**config.mk**
```make
export PLATFORM = sky130hd
export DESIGN_NAME = imem_ctrl_flat
export DESIGN_NICKNAME = d
export VERILOG_FILES = /design/src/rtl/imem_ctrl_pkg.sv /design/src/rtl/imem_ctrl_if.sv /design/src/rtl/imem_ctrl_fetch_resp_fifo.sv /design/src/rtl/imem_ctrl.sv /design/src/flat_wrapper.sv
export SDC_FILE = /design/constraint.sdc
export NUM_CORES = 1
export LEC_CHECK = 0
export ABC_CLOCK_PERIOD_IN_PS = 7500
export CAP_MARGIN = 5
export CORE_ASPECT_RATIO = 1.1
export CORE_MARGIN = 2
export CORE_UTILIZATION = 45
export CTS_CLUSTER_DIAMETER = 30
export CTS_CLUSTER_SIZE = 30
export DETAILED_ROUTE_END_ITERATION = 8
export GPL_TIMING_DRIVEN = 0
export PLACE_DENSITY = 0.81
export SETUP_SLACK_MARGIN = 0.5
export SLEW_MARGIN = 5
export SYNTH_ARGS = -nofsm -noshare
export SYNTH_HDL_FRONTEND = slang
export SYNTH_SLANG_ARGS = --single-unit
```
**constraint.sdc**
```tcl
create_clock -name clk -period 7.5 [get_ports clk]
set_clock_uncertainty 0.2 [all_clocks]
set_input_delay 1.5 -clock clk [delete_from_list [all_inputs] [get_ports clk]]
set_output_delay 1.5 -clock clk [all_outputs]
set_load 0.01 [all_outputs]
```
**src/rtl/imem_ctrl_pkg.sv**
```systemverilog
// core_pkg: shared widths, grant encoding and fetch packet type for the instruction memory controller.
package core_pkg;
    localparam int XLEN = 32;
    localparam int FETCH_WIDTH = 2;
    localparam int IMEM_BUF_DEPTH = 2;

    typedef enum logic {
        GNT_FETCH = 1'b0,
        GNT_LOAD  = 1'b1
    } grant_t;

    typedef struct packed {
        logic [FETCH_WIDTH-1:0][XLEN-1:0] pc;
        logic [FETCH_WIDTH-1:0][XLEN-1:0] instr;
    } fetch_pkt_t;
endpackage

```
**src/rtl/imem_ctrl_if.sv**
```systemverilog
// imem_ctrl_if: fetch, loader and memory-port signals of the instruction memory controller.
interface imem_ctrl_if #(
    parameter int XLEN = core_pkg::XLEN
);
    logic f_req;
    logic [XLEN-1:0] f_addr0;
    logic [XLEN-1:0] f_addr1;
    logic f_ready;
    logic f_flush;
    logic f_stall;
    logic f_rvalid;
    logic [core_pkg::FETCH_WIDTH-1:0][XLEN-1:0] f_rdata;
    logic [core_pkg::FETCH_WIDTH-1:0][XLEN-1:0] f_pc;
    logic ld_req;
    logic [XLEN-1:0] ld_addr;
    logic [XLEN-1:0] ld_wdata;
    logic ld_ack;
    logic mem_ren;
    logic mem_wen;
    logic [XLEN-1:0] mem_addr0;
    logic [XLEN-1:0] mem_addr1;
    logic [XLEN-1:0] mem_wdata;
    logic [XLEN-1:0] mem_rdata0;
    logic [XLEN-1:0] mem_rdata1;

    modport slave (
        input  f_req, f_addr0, f_addr1, f_flush, f_stall,
        input  ld_req, ld_addr, ld_wdata, mem_rdata0, mem_rdata1,
        output f_ready, f_rvalid, f_rdata, f_pc, ld_ack,
        output mem_ren, mem_wen, mem_addr0, mem_addr1, mem_wdata
    );

    modport master (
        output f_req, f_addr0, f_addr1, f_flush, f_stall,
        output ld_req, ld_addr, ld_wdata, mem_rdata0, mem_rdata1,
        input  f_ready, f_rvalid, f_rdata, f_pc, ld_ack,
        input  mem_ren, mem_wen, mem_addr0, mem_addr1, mem_wdata
    );
endinterface

```
**src/rtl/imem_ctrl_fetch_resp_fifo.sv**
```systemverilog
// fetch_resp_fifo: registered-head response FIFO with flush; depth must be a power of two.
module fetch_resp_fifo
    import core_pkg::*;
#(
    parameter int DEPTH = IMEM_BUF_DEPTH,
    parameter type T = fetch_pkt_t,
    localparam int AW = $clog2(DEPTH),
    localparam int CW = $clog2(DEPTH + 1)
) (
    input  logic clk,
    input  logic reset_n,
    input  logic push,
    input  T din,
    input  logic pop,
    input  logic flush,
    output T dout,
    output logic valid,
    output logic [CW-1:0] count
);
    T mem [DEPTH];
    logic [AW-1:0] rd_ptr;
    logic [AW-1:0] wr_ptr;

    assign dout = mem[rd_ptr];
    assign valid = count != '0;

    always_ff @(posedge clk or negedge reset_n) begin
        if (!reset_n) begin
            rd_ptr <= '0;
            wr_ptr <= '0;
            count <= '0;
            for (int i = 0; i < DEPTH; i++) mem[i] <= '0;
        end else if (flush) begin
            rd_ptr <= '0;
            wr_ptr <= '0;
            count <= '0;
        end else begin
            if (push) begin
                mem[wr_ptr] <= din;
                wr_ptr <= wr_ptr + 1'b1;
            end
            if (pop) rd_ptr <= rd_ptr + 1'b1;
            count <= count + CW'(push) - CW'(pop);
        end
    end
endmodule

```
**src/rtl/imem_ctrl.sv**
```systemverilog
// imem_ctrl: arbitrates one memory port between paired instruction fetch reads and loader writes,
// buffering read responses in a credit-managed FIFO.
module imem_ctrl
    import core_pkg::*;
#(
    parameter int BUF_DEPTH = IMEM_BUF_DEPTH,
    parameter int XLEN = core_pkg::XLEN
) (
    input logic clk,
    input logic reset_n,
    imem_ctrl_if.slave bus
);
    localparam int CW = $clog2(BUF_DEPTH + 1);

    typedef struct packed {
        logic [FETCH_WIDTH-1:0][XLEN-1:0] pc;
        logic [FETCH_WIDTH-1:0][XLEN-1:0] instr;
    } pkt_t;

    pkt_t push_pkt;
    pkt_t head;
    grant_t last_grant;
    logic inflight_v;
    logic fetch_gnt;
    logic load_gnt;
    logic head_v;
    logic pop;
    logic push;
    logic [XLEN-1:0] pc0_q;
    logic [XLEN-1:0] pc1_q;
    logic [CW-1:0] count;
    logic [CW:0] credit;

    assign pop = head_v & !bus.f_stall;
    assign push = inflight_v & !bus.f_flush;
    // Slots already spoken for once this cycle's pop retires; a new read needs one left over.
    assign credit = (CW + 1)'(count) + (CW + 1)'(inflight_v) - (CW + 1)'(pop);
    assign push_pkt = '{pc: {pc1_q, pc0_q}, instr: {bus.mem_rdata1, bus.mem_rdata0}};

    always_comb begin
        fetch_gnt = reset_n & bus.f_req & !bus.f_flush & (credit < (CW + 1)'(BUF_DEPTH))
                  & (!bus.ld_req | last_grant == GNT_LOAD);
        load_gnt = reset_n & bus.ld_req & !fetch_gnt;
        bus.f_ready = fetch_gnt;
        bus.ld_ack = load_gnt;
        bus.mem_ren = fetch_gnt;
        bus.mem_wen = load_gnt;
        bus.mem_addr0 = fetch_gnt ? bus.f_addr0 : load_gnt ? bus.ld_addr : '0;
        bus.mem_addr1 = fetch_gnt ? bus.f_addr1 : '0;
        bus.mem_wdata = load_gnt ? bus.ld_wdata : '0;
        bus.f_rvalid = head_v;
        bus.f_pc = head_v ? head.pc : '0;
        bus.f_rdata = head_v ? head.instr : '0;
    end

    always_ff @(posedge clk or negedge reset_n) begin
        if (!reset_n) begin
            inflight_v <= 1'b0;
            pc0_q <= '0;
            pc1_q <= '0;
            last_grant <= GNT_LOAD;
        end else begin
            inflight_v <= fetch_gnt;
            if (fetch_gnt) begin
                pc0_q <= bus.f_addr0;
                pc1_q <= bus.f_addr1;
            end
            last_grant <= fetch_gnt ? GNT_FETCH : load_gnt ? GNT_LOAD : last_grant;
        end
    end

    fetch_resp_fifo #(
        .DEPTH(BUF_DEPTH),
        .T(pkt_t)
    ) u_fifo (
        .clk(clk),
        .reset_n(reset_n),
        .push(push),
        .din(push_pkt),
        .pop(pop),
        .flush(bus.f_flush),
        .dout(head),
        .valid(head_v),
        .count(count)
    );
endmodule

```
**src/flat_wrapper.sv**
```systemverilog
// flat-port wrapper written by rule: the top's interface ports become plain ports
module imem_ctrl_flat import core_pkg::*;
#(
    parameter int BUF_DEPTH = IMEM_BUF_DEPTH,
    parameter int XLEN = core_pkg::XLEN
)
  (clk, reset_n, bus_f_req, bus_f_addr0, bus_f_addr1, bus_f_flush, bus_f_stall, bus_ld_req, bus_ld_addr, bus_ld_wdata, bus_mem_rdata0, bus_mem_rdata1, bus_f_ready, bus_f_rvalid, bus_f_rdata, bus_f_pc, bus_ld_ack, bus_mem_ren, bus_mem_wen, bus_mem_addr0, bus_mem_addr1, bus_mem_wdata);
  imem_ctrl_if #(.XLEN(XLEN)) bus_i ();
  input logic clk;
  input logic reset_n;
  input wire logic [$bits(bus_i.f_req)-1:0] bus_f_req;
  input wire logic [$bits(bus_i.f_addr0)-1:0] bus_f_addr0;
  input wire logic [$bits(bus_i.f_addr1)-1:0] bus_f_addr1;
  input wire logic [$bits(bus_i.f_flush)-1:0] bus_f_flush;
  input wire logic [$bits(bus_i.f_stall)-1:0] bus_f_stall;
  input wire logic [$bits(bus_i.ld_req)-1:0] bus_ld_req;
  input wire logic [$bits(bus_i.ld_addr)-1:0] bus_ld_addr;
  input wire logic [$bits(bus_i.ld_wdata)-1:0] bus_ld_wdata;
  input wire logic [$bits(bus_i.mem_rdata0)-1:0] bus_mem_rdata0;
  input wire logic [$bits(bus_i.mem_rdata1)-1:0] bus_mem_rdata1;
  output wire logic [$bits(bus_i.f_ready)-1:0] bus_f_ready;
  output wire logic [$bits(bus_i.f_rvalid)-1:0] bus_f_rvalid;
  output wire logic [$bits(bus_i.f_rdata)-1:0] bus_f_rdata;
  output wire logic [$bits(bus_i.f_pc)-1:0] bus_f_pc;
  output wire logic [$bits(bus_i.ld_ack)-1:0] bus_ld_ack;
  output wire logic [$bits(bus_i.mem_ren)-1:0] bus_mem_ren;
  output wire logic [$bits(bus_i.mem_wen)-1:0] bus_mem_wen;
  output wire logic [$bits(bus_i.mem_addr0)-1:0] bus_mem_addr0;
  output wire logic [$bits(bus_i.mem_addr1)-1:0] bus_mem_addr1;
  output wire logic [$bits(bus_i.mem_wdata)-1:0] bus_mem_wdata;
  assign bus_i.f_req = bus_f_req;
  assign bus_i.f_addr0 = bus_f_addr0;
  assign bus_i.f_addr1 = bus_f_addr1;
  assign bus_i.f_flush = bus_f_flush;
  assign bus_i.f_stall = bus_f_stall;
  assign bus_i.ld_req = bus_ld_req;
  assign bus_i.ld_addr = bus_ld_addr;
  assign bus_i.ld_wdata = bus_ld_wdata;
  assign bus_i.mem_rdata0 = bus_mem_rdata0;
  assign bus_i.mem_rdata1 = bus_mem_rdata1;
  assign bus_f_ready = bus_i.f_ready;
  assign bus_f_rvalid = bus_i.f_rvalid;
  assign bus_f_rdata = bus_i.f_rdata;
  assign bus_f_pc = bus_i.f_pc;
  assign bus_ld_ack = bus_i.ld_ack;
  assign bus_mem_ren = bus_i.mem_ren;
  assign bus_mem_wen = bus_i.mem_wen;
  assign bus_mem_addr0 = bus_i.mem_addr0;
  assign bus_mem_addr1 = bus_i.mem_addr1;
  assign bus_mem_wdata = bus_i.mem_wdata;
  imem_ctrl #(.BUF_DEPTH(BUF_DEPTH), .XLEN(XLEN)) u_core (.clk(clk), .reset_n(reset_n), .bus(bus_i));
endmodule
```
Figure 1. Floorplan with the power grid.
(2 px per um) Pins as bars on the die edge.
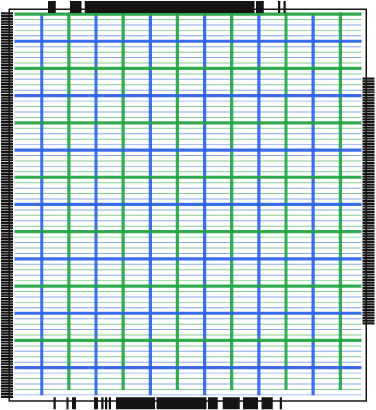
colour	net
green	VDD
blue	VSS
rows	70
met5 straps	14
met1 rails	71
signal pins	427

==> out/summary.txt <==
final instance area: 22,100 um2
mux frac, synth: 33.5%
P&R area growth vs syn: 48.1%
clock buffer count from CTS: 60
global-route wire length before repair: 65,100 um
worst setup path start: bus_f_stall
clock buffer depth: 3
yosys adder share: 0.301%
most numerous logic cells after layout: clkdlybuf4s50_1, dfrtp_1, mux2_2, nor2_1, mux2i_1
Max IR drop VDD: 0.239 mV
multi-input logic area: 6370 um2
Post-DP Area: 19,800 um2
Total Routed Length: 42,800 um
seq pwr: 2.92 mW
fill count: 2,360
Comb group: 2.71 mW
number of global-route vias before repair: 11,900
clock-cell share of area: 10.4%
register clock-pin slew on the reported worst setup and hold paths: 50 ps
CP top delay family: buffers and inverters
Synth top area share: 54.4%
DR top layer: met5
Flop Count: 326
CP dominant cell by count: clkdlybuf4s50_1
Comb pwr share: 31.4%
Setup CP Type: primary input to primary output
CTS Sinks: 326
Reg power frac: 33.8%
Clk power: 3.01 mW
hold slack: 301 ps
Psw: 2.55 mW
Pleak: 9.65 nW
mapped cell area: 14,900 um2
crit-path max FO: 10
GP Congestion: 0.782
status: finished, final reports clean
Worst slew margin: 44.3%
Tapcells: 432
cell chain of the critical path: clkdlybuf4s50_1, xnor2_1, nand2_1, fa_1, and4b_1, and3_1, clkbuf_2, buf_6, buf_2, a22o_1, clkdlybuf4s50_1
Top reg by flops: u_core.u_fifo.mem
end of the worst register-to-register path: u_core.pc1_q[3]$_DFFE_PN0P_
Core Area: 33,000 um2
biggest regs: u_core.u_fifo.mem (256), u_core.pc0_q (32), u_core.pc1_q (32)
r2r startpoint: u_core.u_fifo.count[1]$_DFF_PN0_
fin util: 67.1%
Data required, critical path: 5800 ps
combinational share of cell area: 28.8%
Internal Power: 6.09 mW
Top Consumer: the clock network
PortBufs: 426
M3 GR Usage: 5.90%
Init Core Util: 45.3%
Critical Path End: bus_mem_addr0[30]
Dominant comb cell: multiplexers
Switching Fraction: 29.5%
hold buffers post-CTS: 0
storage element area: 8160 um2
Post-synth EDFFs: 0
Levels on crit path: 11
CTS root buf: clkbuf_16
inverter count: 2
CLK BUF: 70
CP Launch Type: primary input
Worst Hold End: u_core.u_fifo.mem[210]$_DFFE_PN0P_
AO/OA Area Share: 2.02%
Post-Synth XOR/XNOR Area: 0.293%
Achievable Freq: 154 MHz
met2 Usage GRT: 44.9%
Final TNS setup: 0 ps
final hold vios: 0
GRT Total Usage: 24.5%
cycle use final: 86.3%
share of cells above drive strength 1: 29.9%
H-tree levels: 2
drt drc: 0
antenna viol nets, final: 0
Buffers & Inverters on Critical Path: 5
DRT Pass-1 Iters: 5
Starting DRT DRC Count: 400
Synth Flop Type: dfrtp_1
Max-Cap Viols: 0
Non-Clock Buffer Count: 510
Final non-clock buffer share: 21.5%
worst-skew pair later-pin latency: 580 ps
Place WS: 1050 ps
die area: 34,700 um2
Top cell excl fill/tap: clkdlybuf4s50_1
largest net degree at the start of global routing: 117
Final HPWL DP: 30,500 um
Rows: 70
Top cells by area: dfrtp_1, mux2_2, mux2i_1
slowest CP cell: clkdlybuf4s50_1
routed wl met3: 2730 um
Floorplan Nets: 1,310
WP data arrival: 4770 ps
hold wc startpoint: u_core.u_fifo.mem[210]$_DFFE_PN0P_
grt ovf: 0
top-count cell post-synth: dfrtp_1
M1 GR Usage: 27.1%
WL met1: 16,200 um
Nets: 1,801
CTS tree: built
post-CTS resize count: 0
Ports: 427
Synth Seq Share: 54.6%
Tmin final: 6470 ps
post-layout instance count excluding filler cells: 2,085
WL met2: 22,400 um
Registers, synthesis: 326
Yosys Instances: 1,109
initial antenna violation count: 2
dominant class by area: flip-flops and latches
GR peak layer: met2
Post-Place Cells: 1,970
Crit. End Element: primary output
RSZ-0062 raised after global routing: false
hold-critical path depth: 1
final worst slack: 1030 ps
syn avg cell area: 13.5 um2
count of tool warnings: 30
Figure 2. Wiring heat map.
(2 px per um) The die is cut into 36 by 39 equal tiles; dark purple is low, yellow is high, scaled to the fullest tile. Values are wire area over tile area, all layers added.
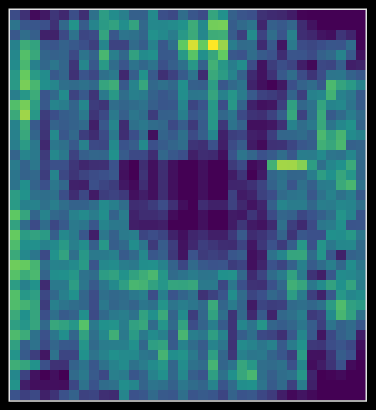
fullest tile	0.61
nearly empty tiles	4.3%
emptiest ninth of the die	middle
tiles over half the peak	16%
mean over tiles	0.20

Power and IR drop assume default switching activity.
